Metal 3:
Bar = 50 µm.
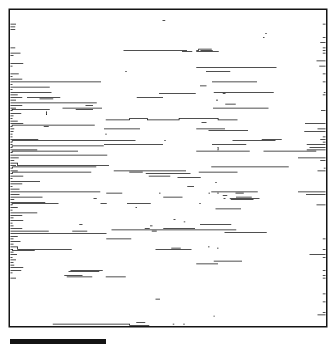
Where the registers sit:
Other sequential cells in the stronger gray, the rest of the logic in the fainter gray.
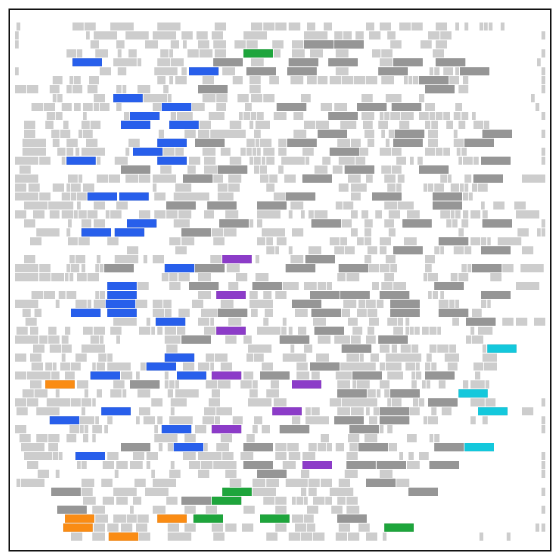
--- src/rtl/cp0_ctrl.sv ---
// MIPS-style coprocessor-0 control block: Count/Compare timer, Status/Cause/EPC,
// exception entry and eret redirect, with combinational mfc0 read port.
module cp0_ctrl #(
    parameter int          HW_INT_NUM = 6,
    parameter int          COUNT_DIV  = 2,
    parameter logic [31:0] PRID_VAL   = 32'h004c_0102,
    parameter logic [31:0] EXC_VEC    = 32'hbfc0_0380
) (
    input  logic                  clk,
    input  logic                  rst,
    input  logic                  we,
    input  logic [4:0]            waddr,
    input  logic [31:0]           wdata,
    input  logic [4:0]            raddr,
    output logic [31:0]           rdata,
    input  logic [HW_INT_NUM-1:0] hw_int,
    input  logic                  exc_valid,
    input  logic [4:0]            exc_code,
    input  logic [31:0]           exc_pc,
    input  logic                  exc_bd,
    input  logic [31:0]           exc_badvaddr,
    input  logic                  eret,
    output logic                  int_req,
    output logic                  flush,
    output logic [31:0]           target_pc,
    output logic [31:0]           status_o,
    output logic [31:0]           cause_o,
    output logic [31:0]           epc_o
);

    localparam logic [3:0] PRESC_LAST = 4'(COUNT_DIV - 1);

    logic [31:0]           r_count;
    logic [31:0]           r_compare;
    logic [3:0]            r_presc;
    logic [7:0]            r_im;
    logic                  r_exl;
    logic                  r_ie;
    logic                  r_bd;
    logic                  r_ti;
    logic [HW_INT_NUM-1:0] r_hw;
    logic [1:0]            r_ip_sw;
    logic [4:0]            r_exccode;
    logic [31:0]           r_epc;
    logic [31:0]           r_badvaddr;

    logic        w_wr_count;
    logic        w_wr_compare;
    logic        w_wr_status;
    logic        w_wr_cause;
    logic        w_wr_epc;
    logic        w_tick;
    logic        w_match;
    logic        w_exc_first;
    logic        w_exc_addr;
    logic [5:0]  w_hw6;
    logic [7:0]  w_ip;
    logic [31:0] w_status;
    logic [31:0] w_cause;

    assign w_wr_count   = we & (waddr == 5'd9);
    assign w_wr_compare = we & (waddr == 5'd11);
    assign w_wr_status  = we & (waddr == 5'd12);
    assign w_wr_cause   = we & (waddr == 5'd13);
    assign w_wr_epc     = we & (waddr == 5'd14);
    assign w_tick       = (r_presc == PRESC_LAST);
    assign w_match      = (r_count == r_compare) && (r_compare != 32'd0);
    // EPC/BD are only captured for an exception taken outside exception level
    assign w_exc_first  = exc_valid & ~r_exl;
    assign w_exc_addr   = exc_valid & ((exc_code == 5'd4) | (exc_code == 5'd5));

    for (genvar g = 0; g < 6; g++) begin : g_hw
        if (g < HW_INT_NUM) begin : g_line
            assign w_hw6[g] = r_hw[g];
        end else begin : g_none
            assign w_hw6[g] = 1'b0;
        end
    end

    // IP[7] is shared between the timer and the sixth hardware line
    assign w_ip     = {w_hw6[5] | r_ti, w_hw6[4:0], r_ip_sw};
    assign w_status = {9'd0, 1'b1, 6'd0, r_im, 6'd0, r_exl, r_ie};
    assign w_cause  = {r_bd, r_ti, 14'd0, w_ip, 1'b0, r_exccode, 2'd0};

    // Count register and its prescaler
    always_ff @(posedge clk or negedge rst) begin
        if (!rst) begin
            r_count <= 32'd0;
            r_presc <= 4'd0;
        end else if (w_wr_count) begin
            r_count <= wdata;
            r_presc <= 4'd0;
        end else if (w_tick) begin
            r_count <= r_count + 32'd1;
            r_presc <= 4'd0;
        end else begin
            r_presc <= r_presc + 4'd1;
        end
    end

    // Compare register and the sticky timer interrupt
    always_ff @(posedge clk or negedge rst) begin
        if (!rst) begin
            r_compare <= 32'd0;
            r_ti      <= 1'b0;
        end else if (w_wr_compare) begin
            r_compare <= wdata;
            r_ti      <= 1'b0;
        end else if (w_match) begin
            r_ti      <= 1'b1;
        end
    end

    // Status fields: exception beats eret beats mtc0 on EXL
    always_ff @(posedge clk or negedge rst) begin
        if (!rst) begin
            r_im  <= 8'd0;
            r_ie  <= 1'b0;
            r_exl <= 1'b0;
        end else begin
            if (w_wr_status) begin
                r_im <= wdata[15:8];
                r_ie <= wdata[0];
            end
            if (exc_valid) begin
                r_exl <= 1'b1;
            end else if (eret) begin
                r_exl <= 1'b0;
            end else if (w_wr_status) begin
                r_exl <= wdata[1];
            end
        end
    end

    // Cause fields and hardware interrupt sampling
    always_ff @(posedge clk or negedge rst) begin
        if (!rst) begin
            r_hw      <= '0;
            r_ip_sw   <= 2'd0;
            r_exccode <= 5'd0;
            r_bd      <= 1'b0;
        end else begin
            r_hw <= hw_int;
            if (w_wr_cause) begin
                r_ip_sw <= wdata[9:8];
            end
            if (exc_valid) begin
                r_exccode <= exc_code;
            end
            if (w_exc_first) begin
                r_bd <= exc_bd;
            end
        end
    end

    // EPC and BadVAddr capture
    always_ff @(posedge clk or negedge rst) begin
        if (!rst) begin
            r_epc      <= 32'd0;
            r_badvaddr <= 32'd0;
        end else begin
            if (w_exc_first) begin
                r_epc <= exc_bd ? (exc_pc - 32'd4) : exc_pc;
            end else if (w_wr_epc) begin
                r_epc <= wdata;
            end
            if (w_exc_addr) begin
                r_badvaddr <= exc_badvaddr;
            end
        end
    end

    // mfc0 read mux, pre-write view
    always_comb begin
        rdata = 32'd0;
        case (raddr)
            5'd8:    rdata = r_badvaddr;
            5'd9:    rdata = r_count;
            5'd11:   rdata = r_compare;
            5'd12:   rdata = w_status;
            5'd13:   rdata = w_cause;
            5'd14:   rdata = r_epc;
            5'd15:   rdata = PRID_VAL;
            5'd16:   rdata = 32'h0000_8000;
            default: rdata = 32'd0;
        endcase
    end

    // Redirect target for exception entry or eret
    always_comb begin
        target_pc = 32'd0;
        if (exc_valid) begin
            target_pc = EXC_VEC;
        end else if (eret) begin
            target_pc = w_wr_epc ? wdata : r_epc;
        end else begin
            target_pc = 32'd0;
        end
    end

    assign flush    = exc_valid | eret;
    assign int_req  = r_ie & ~r_exl & (|(r_im & w_ip));
    assign status_o = w_status;
    assign cause_o  = w_cause;
    assign epc_o    = r_epc;

endmodule

--- config.mk ---
export PLATFORM = sky130hd
export DESIGN_NAME = cp0_ctrl
export DESIGN_NICKNAME = d
export VERILOG_FILES = /design/src/rtl/cp0_ctrl.sv
export SDC_FILE = /design/constraint.sdc
export NUM_CORES = 1
export LEC_CHECK = 0
export CORE_MARGIN = 1
export CORE_UTILIZATION = 35
export CTS_BUF_LIST = sky130_fd_sc_hd__clkbuf_8
export DETAILED_ROUTE_END_ITERATION = 16
export PLACE_DENSITY_LB_ADDON = 0.1
export SETUP_SLACK_MARGIN = 0.05
export SKIP_LAST_GASP = 1
export SLEW_MARGIN = 20
export SYNTH_ARGS = -nofsm -noshare
export SYNTH_HDL_FRONTEND = slang
export SYNTH_SLANG_ARGS = --single-unit
--- constraint.sdc ---
create_clock -name clk -period 5.3 [get_ports clk]
set_input_delay 1.06 -clock clk [delete_from_list [all_inputs] [get_ports clk]]
set_output_delay 1.06 -clock clk [all_outputs]
set_load 0.1 [all_outputs]
==> impl_metrics.csv <==
group,metric,value,unit
worst_setup_path,timing.critical_path.slowest_stage_cell,"sky130_fd_sc_hd__clkdlybuf4s50_1",
clock_tree,cts_made_buffers,17,
die,die-height,164,µm
layout,drive_gt1_frac,0.195,
timing,timing.clock.skew,0.0166,ns
status,run_status,"finished, final reports clean",
die,std_cell_rows,58,
yosys,yosysMostFrequentCell,"sky130_fd_sc_hd__dfrtp_1",
die,die-area,0.0269,mm²
worst_setup_path,critPathMaxStageDelay,0.55,ns
worst_setup_path,setup.reg_to_reg.worst_slack,2.86,ns
run,warning_count,27,
clock_tree,cts-htree-levels,4,
clock_tree,cts-hold-fix-buffers,0,
clock_tree,clock_sinks,157,
worst_setup_path,worst_r2r_path_depth,6,
yosys,postSynthSeqShare,0.427,
routing,initialDrtViolationCount,621,
yosys,synth_flops,157,
worst_setup_path,critPathRequiredTime,4.24,ns
clock_tree,tritoncts_clock_tree,"done",
pwr,power_top_consumer,"combinational logic",
worst_setup_path,worstSetupPathType,"in2out",
grt,via_count_of_the_first_global_routing_pass,7738,
clock_tree,path_clk_slew,0.08,ns
run,max_cap_viols,0,
layout,post-route-cell-area,0.0128,mm²
layout,num-nonclk-inverters,8,
worst_setup_path,crit_start,"waddr[2]",
timing,timing_max_transition_violations_final,0,
yosys,yosys_warn_count,0,
worst_setup_path,critical_path.endpoint,"target_pc[31]",
routing,via_per_inst,5.43,
yosys,ys_types,56,
yosys,syn_avg_cell_area,10.2,µm²
yosys,post_synth_and_or_nand_nor_area_fraction,0.153,
layout,share_of_final_layout_cell_area_taken_by_non_clock_buffers,0.245,
worst_setup_path,critical_path.most_common_cell,"sky130_fd_sc_hd__buf_12",
min_path,worst_hold_startpoint,"r_badvaddr[7]$_DFFE_PN0P_",
yosys,yosys-dominant-comb-family,"simple AND/OR/NAND/NOR gates",
routing,first_pass_iters,5,
pwr,pg_comb,2.10,mW
worst_setup_path,cp_cell_sequence,"clkdlybuf4s50_1 > nand4b_1 > nor3b_4 > buf_12 > mux2_2 > a21o_1 > buf_12",
placement,place.detailed.hpwl,26.4,mm
yosys,yosys-stat-cells,899,
yosys,synth-main-ff-cell,"sky130_fd_sc_hd__dfrtp_1",
die,num_tap_cells,330,
grt,grt_usage,0.261,
About 'metal 3':
The layer carries 2280 µm of wire. The layer holds 6.6% of the routed length. The wires run mostly horizontal. The longest straight run is 64.4 µm. 187 nets have wire on it.
M3 GR Usage: 0.0543
total wirelength of the detailed-routed design: 34.5 mm
vias: 7942

About 'where the registers sit':
Key: blue = epc_o [sequential cells 32]; cyan = r_presc [sequential cells 4, where bottom right]; purple = r_im [sequential cells 8]; orange = r_exccode [sequential cells 5, where bottom left]; green = r_hw [sequential cells 6]
Seq area share: 0.306
final core occ: 0.503
Seq. cell area: 0.00393 mm²

## metal layers
metal,track usage,vias up,wire length (µm)
li1,-,3620,-
met1,0.371,3977,15800
met2,0.392,296,15500
met3,0.0543,45,2280
met4,0.0871,4,850
met5,0,-,30
## per-stage QoR
stage                     worst slack (ns)  instances  hold slack (ns)
after floorplan                      0.491        936            0.470
after global placement                1.04       1429            0.488
after detailed placement              1.03       1429            0.494
after CTS                             1.01       1461            0.514
after global routing                 0.927       1462            0.530
final                                 1.01       1463            0.515
Power and IR drop assume default switching activity.
